Fig. 1: run 1, PDN straps and rails
Pins as bars on the die edge. Tap cells in grey.
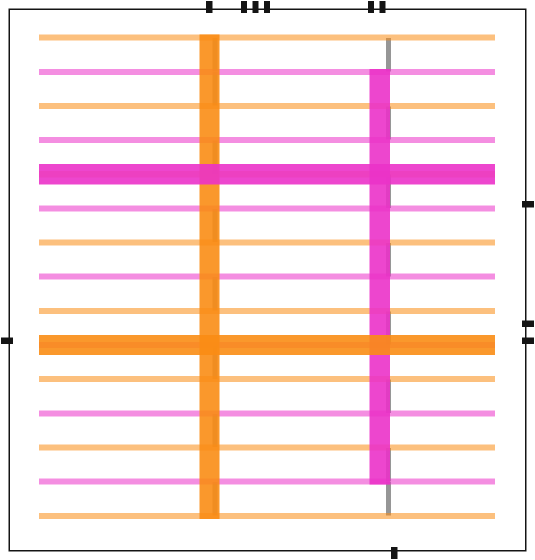
Fig. 2: run 1, clock nets
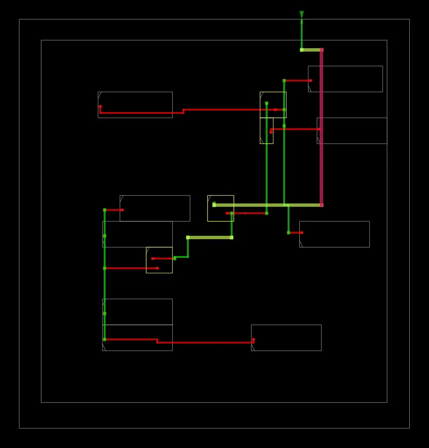
Fig. 3: run 1, clock network drawn from the DEF
Scale bar: 10 µm.
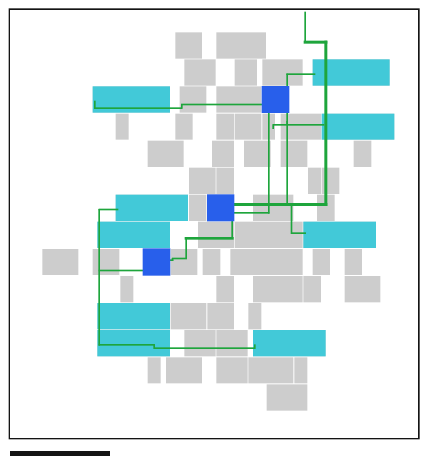
===== src/rtl/conv_encoder_if.sv =====
// Handshake bundle for the convolutional encoder: information-bit input stream
// and coded-symbol output stream.
//   in_valid/in_ready/in_bit/in_last      : bit source -> encoder
//   out_valid/out_ready/out_a/out_b/out_last : encoder -> channel/decoder
// master = side that supplies bits and consumes symbols; slave = the encoder.
interface conv_encoder_if;
    logic in_valid;
    logic in_ready;
    logic in_bit;
    logic in_last;
    logic out_valid;
    logic out_ready;
    logic out_a;
    logic out_b;
    logic out_last;

    modport master (
        output in_valid, in_bit, in_last, out_ready,
        input  in_ready, out_valid, out_a, out_b, out_last
    );

    modport slave (
        input  in_valid, in_bit, in_last, out_ready,
        output in_ready, out_valid, out_a, out_b, out_last
    );
endinterface


===== src/rtl/conv_encoder.sv =====
// Rate-1/2 feed-forward convolutional encoder with zero-tail frame termination.
// Ports:
//   clk  - rising-edge clock
//   rst  - synchronous active-high reset
//   bus  - conv_encoder_if.slave: bit input stream, (a,b) symbol output stream
// Parameters: K constraint length (3..9), G0/G1 generators (MSB taps current bit).
module conv_encoder #(
    parameter int unsigned    K  = 3,
    parameter logic [K-1:0]   G0 = 3'b111,
    parameter logic [K-1:0]   G1 = 3'b101
) (
    input  logic            clk,
    input  logic            rst,
    conv_encoder_if.slave   bus
);

    localparam int unsigned SRW = K - 1;
    localparam int unsigned CW  = $clog2(K);
    localparam logic [CW-1:0] TAIL_LAST = CW'(K - 2);

    localparam logic [0:0] ST_DATA = 1'b0;
    localparam logic [0:0] ST_TAIL = 1'b1;

    logic [0:0]     state,     state_nxt;
    logic [CW-1:0]  tail_cnt,  tail_cnt_nxt;
    logic [SRW-1:0] sr,        sr_nxt;      // sr[SRW-1] is the most recent bit
    logic           out_valid, out_valid_nxt;
    logic           out_a,     out_a_nxt;
    logic           out_b,     out_b_nxt;
    logic           out_last,  out_last_nxt;

    logic           free_c;
    logic           encode_c;
    logic           u_c;
    logic [K-1:0]   v_c;

    // Output slot can take a new symbol; tail symbols do not consume input.
    assign free_c   = !out_valid || bus.out_ready;
    assign u_c      = (state == ST_DATA) ? bus.in_bit : 1'b0;
    assign v_c      = {u_c, sr};
    assign encode_c = free_c && ((state == ST_TAIL) || bus.in_valid);

    assign bus.in_ready  = (state == ST_DATA) && free_c;
    assign bus.out_valid = out_valid;
    assign bus.out_a     = out_a;
    assign bus.out_b     = out_b;
    assign bus.out_last  = out_last;

    // Next-state and next-output logic.
    always_comb begin
        state_nxt     = state;
        tail_cnt_nxt  = tail_cnt;
        sr_nxt        = sr;
        out_valid_nxt = out_valid;
        out_a_nxt     = out_a;
        out_b_nxt     = out_b;
        out_last_nxt  = out_last;

        if (encode_c) begin
            out_a_nxt     = ^(G0 & v_c);
            out_b_nxt     = ^(G1 & v_c);
            out_valid_nxt = 1'b1;
            out_last_nxt  = 1'b0;
            sr_nxt        = v_c[K-1:1];

            case (state)
                ST_DATA: begin
                    if (bus.in_last) begin
                        state_nxt    = ST_TAIL;
                        tail_cnt_nxt = '0;
                    end
                end
                ST_TAIL: begin
                    if (tail_cnt == TAIL_LAST) begin
                        out_last_nxt = 1'b1;
                        state_nxt    = ST_DATA;
                        tail_cnt_nxt = '0;
                    end else begin
                        tail_cnt_nxt = tail_cnt + CW'(1);
                    end
                end
                default: state_nxt = ST_DATA;
            endcase
        end else if (free_c) begin
            out_valid_nxt = 1'b0;
        end
    end

    // State and output registers.
    always_ff @(posedge clk) begin
        if (rst) begin
            state     <= ST_DATA;
            tail_cnt  <= '0;
            sr        <= '0;
            out_valid <= 1'b0;
            out_a     <= 1'b0;
            out_b     <= 1'b0;
            out_last  <= 1'b0;
        end else begin
            state     <= state_nxt;
            tail_cnt  <= tail_cnt_nxt;
            sr        <= sr_nxt;
            out_valid <= out_valid_nxt;
            out_a     <= out_a_nxt;
            out_b     <= out_b_nxt;
            out_last  <= out_last_nxt;
        end
    end

endmodule

===== src/flat_wrapper.sv =====
// flat-port wrapper written by rule: the top's interface ports become plain ports
module conv_encoder_flat 
#(
    parameter int unsigned    K  = 3,
    parameter logic [K-1:0]   G0 = 3'b111,
    parameter logic [K-1:0]   G1 = 3'b101
)
  (clk, rst, bus_in_valid, bus_in_bit, bus_in_last, bus_out_ready, bus_in_ready, bus_out_valid, bus_out_a, bus_out_b, bus_out_last);
  conv_encoder_if bus_i ();
  input  logic clk;
  input  logic rst;
  input wire logic [$bits(bus_i.in_valid)-1:0] bus_in_valid;
  input wire logic [$bits(bus_i.in_bit)-1:0] bus_in_bit;
  input wire logic [$bits(bus_i.in_last)-1:0] bus_in_last;
  input wire logic [$bits(bus_i.out_ready)-1:0] bus_out_ready;
  output wire logic [$bits(bus_i.in_ready)-1:0] bus_in_ready;
  output wire logic [$bits(bus_i.out_valid)-1:0] bus_out_valid;
  output wire logic [$bits(bus_i.out_a)-1:0] bus_out_a;
  output wire logic [$bits(bus_i.out_b)-1:0] bus_out_b;
  output wire logic [$bits(bus_i.out_last)-1:0] bus_out_last;
  assign bus_i.in_valid = bus_in_valid;
  assign bus_i.in_bit = bus_in_bit;
  assign bus_i.in_last = bus_in_last;
  assign bus_i.out_ready = bus_out_ready;
  assign bus_in_ready = bus_i.in_ready;
  assign bus_out_valid = bus_i.out_valid;
  assign bus_out_a = bus_i.out_a;
  assign bus_out_b = bus_i.out_b;
  assign bus_out_last = bus_i.out_last;
  conv_encoder #(.K(K), .G0(G0), .G1(G1)) u_core (.clk(clk), .rst(rst), .bus(bus_i));
endmodule

===== config.mk =====
export PLATFORM = sky130hd
export DESIGN_NAME = conv_encoder_flat
export DESIGN_NICKNAME = d
export VERILOG_FILES = /design/src/rtl/conv_encoder_if.sv /design/src/rtl/conv_encoder.sv /design/src/flat_wrapper.sv
export SDC_FILE = /design/constraint.sdc
export NUM_CORES = 1
export LEC_CHECK = 0
export CORE_AREA = 2 2 39 41
export DETAILED_ROUTE_END_ITERATION = 16
export DIE_AREA = 0 0 41 43
export HOLD_SLACK_MARGIN = 0.05
export PLACE_DENSITY = 0.56
export SYNTH_ARGS = -nofsm -noshare
export SYNTH_HDL_FRONTEND = slang
export SYNTH_SLANG_ARGS = --single-unit

===== constraint.sdc =====
create_clock -name clk -period 1.3 [get_ports clk]
set_clock_uncertainty 0.15 [all_clocks]
set_input_delay 0.26 -clock clk [delete_from_list [all_inputs] [get_ports clk]]
set_output_delay 0.26 -clock clk [all_outputs]
set_load 0.02 [all_outputs]

==> Slide: Implementation Results, run 1 <==
Flow Results at a Glance

STA
  • Worst-Margin Slew: 0.207 ns
  • RSZ-0062 raised after global routing: true
  • Final Hold Vio Count: 0
  • # setup viols final: 1
  • FMAX: 760 MHz
  • Setup WS post-layout: -0.0159 ns
  • Max-slew headroom: 86.2%
  • Tmin final: 1.32 ns
  • Final max-slew violation count: 0
  • Hold_ws: approximately 0.32 ns
  • Cycle use final: 101%
  • Setup TNS: -0.0159 ns

Synthesis
  • Synth flops: 9
  • Commonest cells post-synth: dfxtp_1 (9), nor2_1 (5), a21oi_1 (4)
  • Mapped Nets: 51
  • Area leader, netlist: dfxtp_1
  • Yosys chip area: 460 µm²
  • Count leader, synth: dfxtp_1
  • Aoi share: between 10% and 20%
  • Post-synth seq share: between 30% and 40%
  • Ys cells: roughly 45
  • Post-Syn Instances: approximately 45
  • FFs w/ async S/R, synth: 0%
  • Top cells by area, synth: dfxtp_1 (39%), mux2i_1 (6.5%), nor2b_4 (6.0%)
  • Cell Area, Synth: between 400 and 500 µm²
  • Multiplexer share: under 10%
  • Yosys adder share: 0%
  • Post-synth EDFFs: 0
  • Unique cell types: 20
  • Yosys xor share: under 10%
  • Largest logic family: simple AND/OR/NAND/NOR gates
  • Post-synthesis simple-gate area fraction: 29.6%
  • Synth warn: 0
  • Area leader share: 39.1%
  • Commonest flop: dfxtp_1
  • Mean Syn Cell Area: 10.2 µm²

Place
  • Placement Setup Slack: -0.619 ns
  • Gpl congestion: ~0.64
  • Port Buffer Count: 10
  • Post-DP HPWL: ~600 µm

Clock network
  • Clock Tree Root: clkbuf_4
  • CTS Sinks: 9
  • Clock-pin slew on the worst setup and hold paths: 0.06 ns
  • H-tree Lvls: 1
  • CTS tree: yes
  • Clk buf depth: 2

Setup path
  • Worst Reg2Reg Path Length in Cells: 5
  • Crit path kind: reg2out
  • CP arrival: around 0.91 ns
  • R2r setup slk: 0.05 ns
  • Crit-path max FO: 2
  • Critical Path RT: 0.89 ns
  • Reg2reg end: u_core.sr[1]
  • FF-to-FF Start: u_core.bus.out_valid
  • Crit end category: output port
  • CP Launch Type: register
  • Crit path from: u_core.bus.out_valid

Min path
  • Worst Min Path Start: u_core.bus.out_last
  • Hold EP: u_core.bus.out_last
  • Hold path depth: 2
  • Hold crit path type: reg2reg

Routing
  • Wire per inst: approximately 11 µm
  • Via count: about 350
  • Initial drt markers: 2
  • Routed WL: 831 µm
  • Residual DRC: 0
  • First drt pass iteration count: 3
  • Routed Antenna Nets: 0
  • Vias per cell: between 4 and 5

Floorplan
  • Die x size: 41 µm
  • Io pins: 11
  • Cell Rows: 14
  • Starting Density: 33.3%
  • Chip area: between 1500 and 2000 µm²

Final layout
  • Sequential Area: roughly 180 µm²
  • Fill count: roughly 140
  • N_diodes: 0
  • NumNets Final: ~69
  • Logic area: between 200 and 300 µm²
  • Share of cells above drive strength 1: 37.1%
  • Area grow syn2layout: 35.3%

GRT
  • Vias in the first global route: roughly 340
  • Largest net degree at the start of global routing: 10
  • Global-route wire length before repair: 1.36 mm
  • Antenna violations before repair: 0
  • GRT Util Overall: 11.7%
  • GR Overflow Total: 0

Status
  • Status: finished, violations left
  • Failing checks: setup timing

Job
  • Number of logged tool warnings: 28
  • Max-cap violations: 0

Pwr
  • Cell Pwr Density: about 1100 nW/µm²
  • Static leakage power: between 0.2 and 0.3 nW
About Fig. 1:
Key: orange = VSS; magenta = VDD
The core has 14 rows. 15 met1 rails follow the rows. 2 straps on met5.
die y size: 43 µm
maximum VDD drop: 0.439 mV
core area: 1380 µm²

About Fig. 2:
clk pwr: 0.216 mW
Num CTS Buffers: 3

About Fig. 3:
Key: green = clock wires [length 146 µm]; blue = cells driving clock nets [count 3]; cyan = flip-flops [count 9]
There are 4 routed clock nets.
Clk pwr share: 31.2%
Insertion Delay late pin: 0.26 ns

==> run 1: layout make-up <==
cell class              count  area share [%]
clock buffers               4            4.22
multi-input cells          33            41.2
flip-flops and latches      9            29.3
well taps                  16            3.21
repair buffers             16            22.1
==> run 1: layout by cell type (no fill, tap or decap) <==
cell | netlist | layout
xnor2_1 | 3 | 3
nor2b_4 | 2 | 2
a31oi_1 | 1 | 1
nor2_1 | 5 | 4
a211oi_1 | 1 | 1
nand3b_1 | 1 | 1
nor2_2 | 0 | 1
nor3b_4 | 1 | 1
nor2_8 | 1 | 1
nor3_1 | 2 | 2
clkdlybuf4s50_1 | 0 | 3
clkbuf_2 | 0 | 1
o21ai_0 | 3 | 3
nand2_1 | 2 | 2
clkdlybuf4s15_2 | 0 | 1
mux2i_1 | 3 | 3
clkbuf_4 | 0 | 3
clkbuf_1 | 0 | 1
dlymetal6s2s_1 | 0 | 1
dfxtp_1 | 9 | 7
nor3b_1 | 1 | 1
buf_4 | 0 | 5
dfxtp_2 | 0 | 2
or2b_1 | 1 | 1
dlygate4sd2_1 | 0 | 1
buf_2 | 0 | 2
a211oi_2 | 1 | 1
buf_6 | 2 | 2
nor2_4 | 1 | 1
a21oi_1 | 4 | 4
==> run 1: cells by family after synthesis <==
group                     Yosys count
muxes                               3
buffers and inverters               3
AOI/OAI and AO/OA                  10
xor gates and xnor gates            3
DFF                                 9
and+or+nand+nor                    17
==> run 1: report_power, final <==
| group | total (mW) | switching, mW | internal [mW] |
|---|---|---|---|
| clock | 0.216 | 0.0978 | 0.118 |
| combinational | 0.169 | 0.0813 | 0.0881 |
| sequential | 0.306 | 0.0114 | 0.294 |
==> run 1: worst max-delay path by stage <==
stage	slack, ns	end
floorplan	0.03	u_core.sr[0]
finish	-0.02	bus_in_ready
detailed placement	-0.62	bus_in_ready
global placement	-0.60	bus_in_ready
CTS	-0.03	bus_in_ready
global route	-0.05	bus_in_ready
==> run 1: critical path, cell delays in order, from the launching register on <==
cell and delay, ns:
dfxtp_2 0.32, nor2b_4 0.12, nor2_2 0.08, buf_6 0.12
==> run 1: state kept, by name, indices dropped and copies added, names as in the netlist <==
signal,cells
u_core.sr,2
u_core.tail_cnt,2
u_core.bus.out_a,1
u_core.bus.out_b,1
u_core.bus.out_last,1
u_core.bus.out_valid,1
u_core.state,1
==> run 1: metrics by stage <==
| stage | utilization [%] | area (µm²) | power, mW | std cells |
|---|---|---|---|---|
| floorplan | - | 463 | 0.422 | 45 |
| global placement | 43.5 | 602 | 0.485 | 74 |
| detailed placement | 43.5 | 602 | 0.486 | 74 |
| CTS | 45.3 | 627 | 0.705 | 78 |
| global route | 45.0 | 623 | 0.728 | 78 |
| finish | 45.0 | 623 | 0.691 | 78 |
==> run 1: repair_timing <==
action / CTS / global route
pin swaps: 0 / 1
setup endpoints to repair: 11 / 6
hold buffers: 0 / 0
gates cloned: 0 / 0
gates resized: 20 / 5
buffers inserted: 0 / 0
==> run 1: per-layer routing <==
layer	global-route usage (%)	vias up	share of wire, %
met1	14.8	152	51
met3	4.71	2	4.6
li1	-	191	-
met2	15.6	8	43
met5	0	-	0
met4	8.00	0	1.9
==> run 2: changes to the inputs <==
--- a/config.mk
+++ b/config.mk
@@ -9,6 +9,7 @@
 export DETAILED_ROUTE_END_ITERATION = 16
 export DIE_AREA = 0 0 41 43
 export HOLD_SLACK_MARGIN = 0.05
+export MAX_ROUTING_LAYER = met4
 export PLACE_DENSITY = 0.56
 export SYNTH_ARGS = -nofsm -noshare
 export SYNTH_HDL_FRONTEND = slang
==> Slide: Implementation Results, run 2 <==
Flow Results at a Glance

Final layout
  • NumNets Final: 69 (unchanged)
  • Sequential Area: 183 µm² (unchanged)
  • Most instantiated logic cells after routing: dfxtp_1 (7), buf_4 (5), a21oi_1 (4), nor2_1 (4) (unchanged)
  • Area grow syn2layout: 35.3% (unchanged)
  • N_diodes: 0 (unchanged)
  • Commonest Layout Cell: dfxtp_1 (unchanged)
  • Share of cells above drive strength 1: 37.1% (unchanged)
  • Largest regs: u_core.sr x2, u_core.tail_cnt x2 (unchanged)
  • Fill count: 143 (unchanged)
  • Logic area: 256 µm² (unchanged)
  • Non-filler instance count after layout: 78 (unchanged)

Synthesis
  • Post-synth seq share: 39.1% (unchanged)
  • Yosys chip area: 460 µm² (unchanged)
  • Post-synth EDFFs: 0 (unchanged)
  • Synth flops: 9 (unchanged)
  • Post-Syn Instances: 45 (unchanged)
  • Cell Area, Synth: 460 µm² (unchanged)
  • Commonest cells post-synth: dfxtp_1 (9), nor2_1 (5), a21oi_1 (4) (unchanged)
  • Mapped Nets: 51 (unchanged)
  • Area leader share: 39.1% (unchanged)
  • Commonest flop: dfxtp_1 (unchanged)
  • Count leader, synth: dfxtp_1 (unchanged)
  • Ys cells: 45 (unchanged)
  • Top cells by area, synth: dfxtp_1 (39%), mux2i_1 (6.5%), nor2b_4 (6.0%) (unchanged)
  • Synth warn: 0 (unchanged)
  • Unique cell types: 20 (unchanged)
  • FFs w/ async S/R, synth: 0% (unchanged)
  • Area leader, netlist: dfxtp_1 (unchanged)
  • Mean Syn Cell Area: 10.2 µm² (unchanged)

Setup path
  • Crit-path max FO: 2 (unchanged)
  • Crit path cell chain: nor2b_4 -> nor2_2 -> buf_6 (unchanged)
  • FF-to-FF Start: u_core.bus.out_valid (unchanged)
  • Crit path capture: bus_in_ready (unchanged)
  • Crit path kind: reg2out (unchanged)
  • Crit end category: output port (unchanged)
  • Worst Reg2Reg Path Length in Cells: 5 (unchanged)
  • CP max-delay cell: dfxtp_2 (unchanged)
  • Reg2reg end: u_core.sr[1] (unchanged)
  • Critical Path RT: 0.89 ns (about the same)
  • CP arrival: 0.91 ns (about the same)
  • R2r setup slk: 0.05 ns (about the same)
  • Largest stage delay, worst path: 0.32 ns (about the same)
  • CP Launch Type: register (unchanged)
  • Crit path from: u_core.bus.out_valid (unchanged)

Routing
  • Routed Antenna Nets: 0 (unchanged)
  • Routed wl met3: 33 µm (was 38 µm)
  • Metal1 wirelength: 426 µm (was 420 µm)
  • Initial drt markers: 2 (unchanged)
  • First drt pass iteration count: 3 (unchanged)
  • Met2 wire length: 356 µm (unchanged)
  • Wire per inst: 10.7 µm (about the same)
  • Vias per cell: 4.58 (was 4.53)
  • Max Used Layer: met4 (unchanged)
  • Routed WL: 833 µm (was 831 µm)
  • Residual DRC: 0 (unchanged)
  • Via count: 357 (was 353)

Status
  • Status: finished, violations left (unchanged)
  • Failing checks: setup timing (unchanged)

STA
  • Max-slew headroom: 86.2% (about the same)
  • Worst-Margin Slew: 0.206 ns (was 0.207 ns)
  • RSZ-0062 raised after global routing: true (unchanged)
  • Tmin final: 1.32 ns (about the same)
  • Setup WS post-layout: -0.0163 ns (was -0.0159 ns)
  • Hold_ws: 0.320 ns (about the same)
  • FMAX: 760 MHz (about the same)
  • # setup viols final: 1 (unchanged)
  • Setup TNS: -0.0163 ns (was -0.0159 ns)
  • Cycle use final: 101% (about the same)
  • Final Hold Vio Count: 0 (unchanged)
  • Final max-slew violation count: 0 (unchanged)

Pwr
  • Maximum VDD drop: 0.439 mV (about the same)
  • Cell Pwr Density: 1110 nW/µm² (about the same)
  • Static leakage power: 0.254 nW (unchanged)
  • Total power: 0.692 mW (was 0.691 mW)

Clock network
  • Clock Tree Root: clkbuf_4 (unchanged)
  • CTS Sinks: 9 (unchanged)
  • H-tree Lvls: 1 (unchanged)
  • CTS tree: yes (unchanged)
  • Clk buf depth: 2 (unchanged)
  • Insertion Delay late pin: 0.26 ns (about the same)
  • Num CTS Buffers: 3 (unchanged)
  • Hold_buf cts: 0 (unchanged)
  • Clock-pin slew on the worst setup and hold paths: 0.06 ns (about the same)
  • Setup Fix Bufs, Post-CTS: 0 (unchanged)

Job
  • Max-cap violations: 0 (unchanged)
  • Number of logged tool warnings: 28 (unchanged)

Floorplan
  • Die x size: 41 µm (unchanged)
  • Io pins: 11 (unchanged)
  • Starting Density: 33.3% (unchanged)
  • Die y size: 43 µm (unchanged)
  • Cell Rows: 14 (unchanged)
  • Chip area: 1760 µm² (unchanged)
  • Core area: 1380 µm² (unchanged)

Place
  • Port Buffer Count: 10 (unchanged)
  • Gpl congestion: 0.645 (was 0.639)
  • Post-DP HPWL: 603 µm (unchanged)
  • Inst Count DP: 74 (unchanged)

GRT
  • Largest net degree at the start of global routing: 10 (unchanged)
  • GRT Util Overall: 12.0% (was 11.7%)
  • Vias in the first global route: 332 (was 335)
  • Antenna violations before repair: 0 (unchanged)
  • Global-route wire length before repair: 1.37 mm (was 1.36 mm)
  • GR Overflow Total: 0 (unchanged)

Min path
  • Hold crit path type: reg2reg (unchanged)
-- run 2: cell counts after synthesis --
Identical to the previous run, type by type.
-- run 2: worst min-delay path by stage --
stage	from	to	slack, ns	depth (start not counted)
CTS	u_core.bus.out_a	u_core.bus.out_a	0.33	2
global placement	u_core.bus.out_last	u_core.bus.out_last	0.31	2
floorplan	bus_in_valid	u_core.bus.out_valid	0.23	2
detailed placement	u_core.bus.out_a	u_core.bus.out_a	0.32	2
global route	bus_in_valid	u_core.bus.out_valid	0.33	4
finish	u_core.bus.out_last	u_core.bus.out_last	0.32	2
-- run 2: final cells by class --
cell class                      instances  area share [%]
Multi-Input combinational cell         33            41.2
Sequential cell                         9            29.3
Timing Repair Buffer                   16            22.1
Clock buffer                            4            4.22
Tap cell                               16            3.21
-- run 2: metrics by stage --
step	cell area, µm²	util [%]	setup slack (ns)
final	623	45.0	-0.0163
after CTS	627	45.3	-0.0292
after floorplan	463	-	0.0335
after detailed placement	602	43.5	-0.619
after global placement	602	43.5	-0.602
after global routing	623	45.0	-0.0461
-- run 2: cells by family after synthesis --
kind of cell / count (synthesis) / synth area share (%)
buffers and inverters: 3 / 5.71
AND-OR/OR-AND: 10 / 13.3
XOR/XNOR: 3 / 5.71
AND/OR/NAND/NOR: 17 / 29.6
flip-flops: 9 / 39.1
multiplexers: 3 / 6.52
-- run 2: critical path: cells and delay by family, from the launching register on --
family / cells / cell delay [ns]
buf+inv: 1 / 0.12
simple gates: 2 / 0.20
flops: 1 / 0.32
-- run 2: where the power goes --
group | internal (mW) | switching [mW] | total [mW]
clock | 0.118 | 0.0982 | 0.216
sequential | 0.294 | 0.0115 | 0.306
combinational | 0.0881 | 0.0815 | 0.170
-- run 2: per-layer routing --
metal  track usage [%]  up-vias
met5                 -        -
met4              8.00        0
met3              4.71        2
met2              15.6        8
met1              14.8      155
li1                  -      192
-- run 2: what timing repair did --
item,CTS,global route
endpoints found under the setup margin,11,6
pin swaps,0,1
resized,20,5
Fig. 4: run 2, zoomed window
Region (0, 1) to (20, 21) µm. Cells in grey, sequential cells in the stronger grey; small squares are vias.
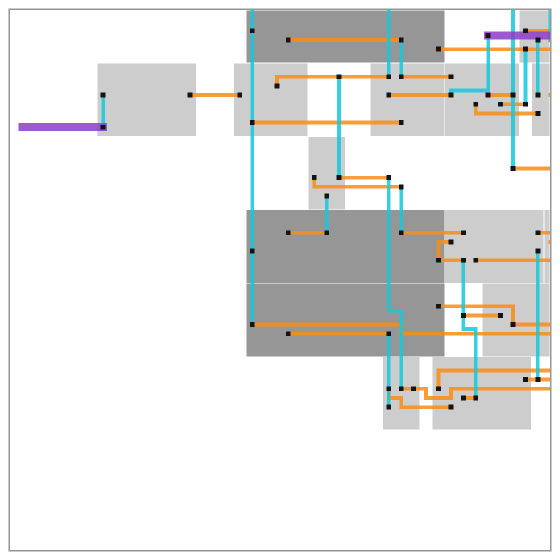
Key: orange = met1; cyan = met2; purple = met3
12 logic cells have their middle in the window. Most frequent: dfxtp_1 (3), mux2i_1 (2), nor2_1 (2). Netlist names of flops here include `u_core.sr` (2), `u_core.tail_cnt` (1). Sequential cells in the window: 3.

Power and IR drop assume default switching activity.
